### config.mk
export PLATFORM = sky130hd
export DESIGN_NAME = fu_cdb_arbiter_flat
export DESIGN_NICKNAME = d
export VERILOG_FILES = /design/src/rtl/fu_cdb_arbiter_if.sv /design/src/rtl/fu_cdb_arbiter.sv /design/src/flat_wrapper.sv
export SDC_FILE = /design/constraint.sdc
export NUM_CORES = 1
export LEC_CHECK = 0
export ABC_AREA = 0
export ABC_CLOCK_PERIOD_IN_PS = 10300
export CAP_MARGIN = 20
export CORE_ASPECT_RATIO = 1.25
export CORE_MARGIN = 8
export CORE_UTILIZATION = 32
export CTS_BUF_LIST = sky130_fd_sc_hd__clkbuf_16
export DETAILED_ROUTE_END_ITERATION = 8
export REMOVE_ABC_BUFFERS = 1
export SLEW_MARGIN = 10
export SYNTH_ARGS = -nofsm -noshare
export SYNTH_HDL_FRONTEND = slang
export SYNTH_SLANG_ARGS = --single-unit
### constraint.sdc
create_clock -name clock -period 10.3 [get_ports clock]
set_clock_uncertainty 0.15 [all_clocks]
set_input_delay 2.575 -clock clock [delete_from_list [all_inputs] [get_ports clock]]
set_output_delay 2.575 -clock clock [all_outputs]
set_load 0.05 [all_outputs]
### src/rtl/fu_cdb_arbiter_if.sv
// rtl/fu_cdb_arbiter_if.sv - FU completion inputs and CDB broadcast outputs of fu_cdb_arbiter
interface fu_cdb_arbiter_if #(
    parameter int XLEN   = 32,
    parameter int TAG_W  = 6,
    parameter int NUM_FU = 4,
    parameter int CDB_W  = 2
);
    logic [NUM_FU-1:0]       fu_valid;
    logic [NUM_FU*TAG_W-1:0] fu_tag;
    logic [NUM_FU*XLEN-1:0]  fu_result;
    logic [NUM_FU-1:0]       fu_take_branch;
    logic [NUM_FU-1:0]       fu_ready;
    logic [CDB_W-1:0]        cdb_valid;
    logic [CDB_W*TAG_W-1:0]  cdb_tag;
    logic [CDB_W*XLEN-1:0]   cdb_value;
    logic [CDB_W-1:0]        cdb_take_branch;

    modport master (
        output fu_valid, fu_tag, fu_result, fu_take_branch,
        input  fu_ready, cdb_valid, cdb_tag, cdb_value, cdb_take_branch
    );

    modport slave (
        input  fu_valid, fu_tag, fu_result, fu_take_branch,
        output fu_ready, cdb_valid, cdb_tag, cdb_value, cdb_take_branch
    );
endinterface

### src/rtl/fu_cdb_arbiter.sv
// rtl/fu_cdb_arbiter.sv - per-FU completion FIFOs, round-robin grant onto a registered CDB; CDB_PERF_CNT_EN adds perf_conflict_cnt
module fu_cdb_arbiter #(
    parameter int XLEN   = 32,
    parameter int TAG_W  = 6,
    parameter int NUM_FU = 4,
    parameter int CDB_W  = 2,
    parameter int DEPTH  = 2
) (
    input  logic clock,
    input  logic reset,
    input  logic squash,
    fu_cdb_arbiter_if.slave bus
`ifdef CDB_PERF_CNT_EN
    ,
    output logic [31:0] perf_conflict_cnt
`endif
);
    localparam int EW = TAG_W + XLEN + 1;
    localparam int PW = (DEPTH > 1) ? $clog2(DEPTH) : 1;
    localparam int CW = $clog2(DEPTH) + 1;
    localparam int RW = (NUM_FU > 1) ? $clog2(NUM_FU) : 1;
    localparam int SW = (CDB_W > 1) ? $clog2(CDB_W) : 1;

    // entry layout: {tag, result, take_branch}
    logic [EW-1:0] mem [NUM_FU][DEPTH];
    logic [PW-1:0] head [NUM_FU];
    logic [PW-1:0] tail [NUM_FU];
    logic [CW-1:0] count [NUM_FU];
    logic [RW-1:0] rr_ptr;

    logic [NUM_FU-1:0] push;
    logic [NUM_FU-1:0] pop;
    logic [CDB_W-1:0]  slot_valid;
    logic [EW-1:0]     slot_data [CDB_W];
    logic [RW-1:0]     rr_next;

    function automatic logic [PW-1:0] ptr_inc(input logic [PW-1:0] p);
        return (p == PW'(DEPTH - 1)) ? '0 : p + PW'(1);
    endfunction

    always_comb begin
        bus.fu_ready = '0;
        for (int i = 0; i < NUM_FU; i++) begin
            bus.fu_ready[i] = (count[i] < CW'(DEPTH));
        end
    end

    assign push = bus.fu_valid & bus.fu_ready;

    // Grants look only at start-of-cycle counts, so a fresh push is never popped the same cycle.
    always_comb begin
        int            ngrant;
        logic [RW-1:0] idx;
        ngrant     = 0;
        idx        = '0;
        pop        = '0;
        slot_valid = '0;
        rr_next    = rr_ptr;
        for (int j = 0; j < CDB_W; j++) begin
            slot_data[j] = '0;
        end
        for (int k = 0; k < NUM_FU; k++) begin
            idx = RW'((int'(rr_ptr) + k) % NUM_FU);
            if (count[idx] != '0 && ngrant < CDB_W) begin
                pop[idx]                 = 1'b1;
                slot_valid[SW'(ngrant)]  = 1'b1;
                slot_data[SW'(ngrant)]   = mem[idx][head[idx]];
                rr_next                  = RW'((int'(idx) + 1) % NUM_FU);
                ngrant                   = ngrant + 1;
            end
        end
    end

    always_ff @(posedge clock) begin
        if (reset || squash) begin
            for (int i = 0; i < NUM_FU; i++) begin
                head[i]  <= '0;
                tail[i]  <= '0;
                count[i] <= '0;
            end
            rr_ptr        <= '0;
            bus.cdb_valid <= '0;
            if (reset) begin
                bus.cdb_tag         <= '0;
                bus.cdb_value       <= '0;
                bus.cdb_take_branch <= '0;
            end
        end else begin
            for (int i = 0; i < NUM_FU; i++) begin
                if (push[i]) begin
                    mem[i][tail[i]] <= {bus.fu_tag[i*TAG_W +: TAG_W],
                                        bus.fu_result[i*XLEN +: XLEN],
                                        bus.fu_take_branch[i]};
                    tail[i] <= ptr_inc(tail[i]);
                end
                if (pop[i]) begin
                    head[i] <= ptr_inc(head[i]);
                end
                count[i] <= count[i] + CW'(push[i]) - CW'(pop[i]);
            end
            rr_ptr        <= rr_next;
            bus.cdb_valid <= slot_valid;
            for (int j = 0; j < CDB_W; j++) begin
                bus.cdb_tag[j*TAG_W +: TAG_W]  <= slot_data[j][EW-1 -: TAG_W];
                bus.cdb_value[j*XLEN +: XLEN]  <= slot_data[j][XLEN:1];
                bus.cdb_take_branch[j]         <= slot_data[j][0];
            end
        end
    end

`ifdef CDB_PERF_CNT_EN
    int busy;

    always_comb begin
        busy = 0;
        for (int i = 0; i < NUM_FU; i++) begin
            if (count[i] != '0) busy = busy + 1;
        end
    end

    // Survives squash on purpose; only reset clears it.
    always_ff @(posedge clock) begin
        if (reset) begin
            perf_conflict_cnt <= '0;
        end else if (busy > CDB_W && perf_conflict_cnt != 32'hFFFF_FFFF) begin
            perf_conflict_cnt <= perf_conflict_cnt + 32'd1;
        end
    end
`endif
endmodule
### src/flat_wrapper.sv
// flat-port wrapper written by rule: the top's interface ports become plain ports
module fu_cdb_arbiter_flat 
#(
    parameter int XLEN   = 32,
    parameter int TAG_W  = 6,
    parameter int NUM_FU = 4,
    parameter int CDB_W  = 2,
    parameter int DEPTH  = 2
)
  (clock, reset, squash, bus_fu_valid, bus_fu_tag, bus_fu_result, bus_fu_take_branch, bus_fu_ready, bus_cdb_valid, bus_cdb_tag, bus_cdb_value, bus_cdb_take_branch);
  fu_cdb_arbiter_if #(.XLEN(XLEN), .TAG_W(TAG_W), .NUM_FU(NUM_FU), .CDB_W(CDB_W)) bus_i ();
  input  logic clock;
  input  logic reset;
  input  logic squash;
  input wire logic [$bits(bus_i.fu_valid)-1:0] bus_fu_valid;
  input wire logic [$bits(bus_i.fu_tag)-1:0] bus_fu_tag;
  input wire logic [$bits(bus_i.fu_result)-1:0] bus_fu_result;
  input wire logic [$bits(bus_i.fu_take_branch)-1:0] bus_fu_take_branch;
  output wire logic [$bits(bus_i.fu_ready)-1:0] bus_fu_ready;
  output wire logic [$bits(bus_i.cdb_valid)-1:0] bus_cdb_valid;
  output wire logic [$bits(bus_i.cdb_tag)-1:0] bus_cdb_tag;
  output wire logic [$bits(bus_i.cdb_value)-1:0] bus_cdb_value;
  output wire logic [$bits(bus_i.cdb_take_branch)-1:0] bus_cdb_take_branch;
  assign bus_i.fu_valid = bus_fu_valid;
  assign bus_i.fu_tag = bus_fu_tag;
  assign bus_i.fu_result = bus_fu_result;
  assign bus_i.fu_take_branch = bus_fu_take_branch;
  assign bus_fu_ready = bus_i.fu_ready;
  assign bus_cdb_valid = bus_i.cdb_valid;
  assign bus_cdb_tag = bus_i.cdb_tag;
  assign bus_cdb_value = bus_i.cdb_value;
  assign bus_cdb_take_branch = bus_i.cdb_take_branch;
  fu_cdb_arbiter #(.XLEN(XLEN), .TAG_W(TAG_W), .NUM_FU(NUM_FU), .CDB_W(CDB_W), .DEPTH(DEPTH)) u_core (.clock(clock), .reset(reset), .squash(squash), .bus(bus_i));
endmodule
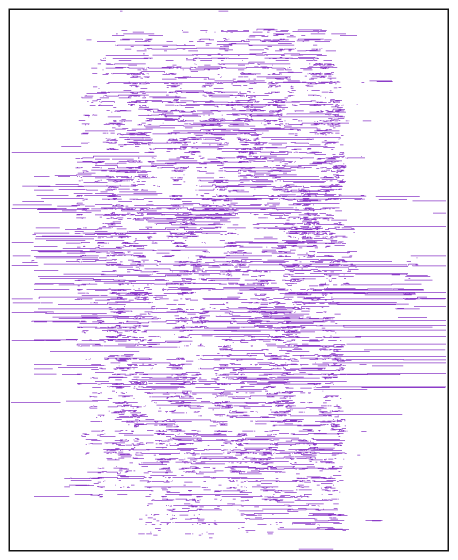
(the metal 1 layer)
longest straight run: 84.2 µm
wire length on this layer: 26.0 mm
nets with wire on the layer: 1486
met1 usage: 20.5%
Vias: 14200
final WL: 70200 µm

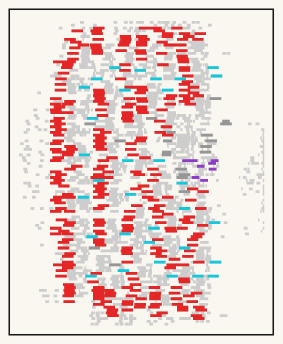
(register map, names as in the netlist)
Other sequential cells in the stronger grey, the rest of the logic in the fainter grey.
[u_core.count] purple | flops: 8 | where: middle right
[u_core.mem] red | flops: 312
[u_core.bus.cdb_value] cyan | flops: 32
not coloured: 20
flop share of the area: 41.6%
Reg area: 11100 µm²
Final Util: 38.2%
Seq. pwr: 2.06 mW

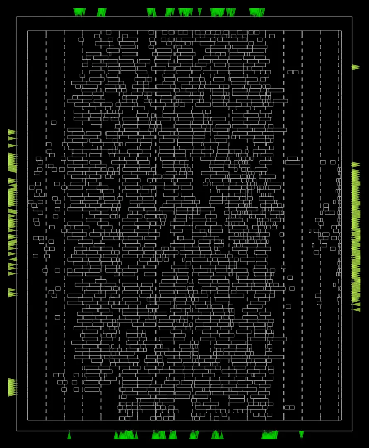
(cell outlines without signal wires)
FP Rows: 108
tap cell count: 935
Flops: 372
Final Instance Count excl. Fillers: 2402

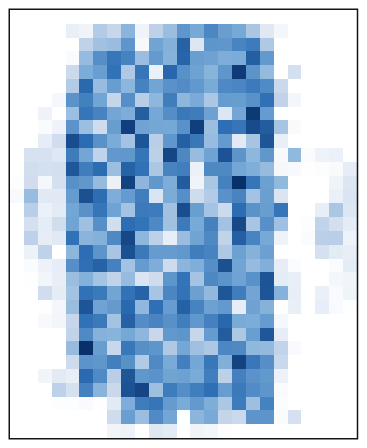
(cell area per tile)
The die is cut into 25 by 31 equal tiles; white is low, dark blue is high, 0 to 100% covered.
nearly empty tiles: 30%
tiles over 75% full: 7.0%
mean over tiles: 32%
Core ar.: 69600 µm²
FP Core Util: 32.3%

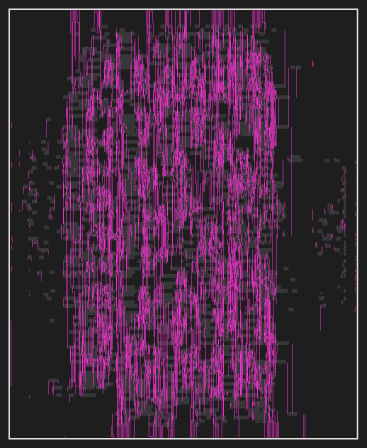
(the metal 2 layer)
main direction: vertical
wire length on this layer: 35.7 mm
GRT met2 Usage: 29.7%

==> impl_metrics.tcl <==
# place-and-route summary
set metrics [dict create \
    drt-initial-drc-count 1139 \
    r2r_cells 10 \
    status "completed" \
    fin_crit_ns 5.33 \
    timing.final.ws_setup_ns 4.97 \
    ant_nets 0 \
    power_mw 8.19 \
    syn_area_per_cell_um2 17.4 \
    synth_top_flop_cell "edfxtp_1" \
    ys_cells 1296 \
    largest_reg_flops 312 \
    clock-sinks 372 \
    path_delay_family "AND-OR/OR-AND gates" \
    place_area_um2 25300 \
    simple_gate_share_pct 2.18 \
    drv_slew 0 \
    antenna_cells 2 \
    gp_congestion 0.810 \
    area_delta_synth_final_pct 18.0 \
    clock_latency_ns 0.55 \
    power_per_cell_area_nw_per_um2 309 \
    ir_drop_mv 0.389 \
    tritoncts "yes" \
    endpoint "u_core.bus.cdb_tag[0]$_SDFFCE_PP0P_" \
    p_leak_nw 7.99 \
    p_comb_mw 4.76 \
    grt_first_pass_wirelength_um 100000 \
    slew_headroom_pct 21.5 \
    lay_top_count "edfxtp_1" \
    synth-edff-count 359 \
    track_usage_pct 17.1 \
    yosys.area_share.aoi_pct 4.34 \
    pre_cts_slack_ns 5.02 \
    antenna_found_initial 3 \
    log.warning_count 34 \
    p_clk_mw 1.38 \
    dieArea_um2 79200 \
    top_cell_area_share_pct 47.9 \
    clockBufferDepth 3 \
    arrival_ns 5.47 \
    xor_share_pct 0.350 \
    swShare_pct 41.9 \
    clock-root-buffer "clkbuf_16" \
    netlist_instances 1296 \
]
[worst min path at each step]
stage                                         endpoint  slack, ns                          from  depth (start not counted)
final                     u_core.tail[1]$_SDFFCE_PN0P_       0.47  u_core.tail[1]$_SDFFCE_PN0P_                          1
after global routing      u_core.tail[1]$_SDFFCE_PN0P_       0.50  u_core.tail[1]$_SDFFCE_PN0P_                          1
after CTS                 u_core.tail[1]$_SDFFCE_PN0P_       0.48  u_core.tail[1]$_SDFFCE_PN0P_                          1
after detailed placement  u_core.tail[1]$_SDFFCE_PN0P_       0.47  u_core.tail[1]$_SDFFCE_PN0P_                          1
after global placement    u_core.tail[1]$_SDFFCE_PN0P_       0.46  u_core.tail[1]$_SDFFCE_PN0P_                          1
after floorplan           u_core.tail[1]$_SDFFCE_PN0P_       0.41  u_core.tail[1]$_SDFFCE_PN0P_                          1
[worst reg2reg max path, cell delays in order (launching register included)]
cell and delay (ns):
dfxtp_4 0.60, inv_1 0.23, ha_4 0.81, mux4_2 0.49
inv_1 0.18, ha_1 0.29, or2_4 0.54, o21ai_4 0.86
buf_4 0.50, o22ai_1 0.17, o31a_1 0.27
[per-stage QoR]
| stage | TNS [ns] | utilization [%] | cells |
|---|---|---|---|
| after floorplan | -400.55 | - | 1174 |
| after global placement | 0 | 36.4 | 2332 |
| after detailed placement | 0 | 36.4 | 2332 |
| after CTS | 0 | 38.1 | 2399 |
| after global routing | 0 | 38.2 | 2400 |
| final | 0 | 38.2 | 2402 |
[synth_stat cells, drive strengths merged (4+ instances only)]
cell type / count
a21boi: 5
a21oi: 40
a222oi: 4
and2: 4
and3: 4
buf: 117
clkbuf: 44
dfxtp: 13
edfxtp: 359
ha: 16
inv: 23
mux2i: 156
mux4: 320
nand2: 14
nor2: 15
nor3: 55
o22ai: 39
o31a: 38
or2: 4
xnor2: 9
Power and IR drop assume default switching activity.
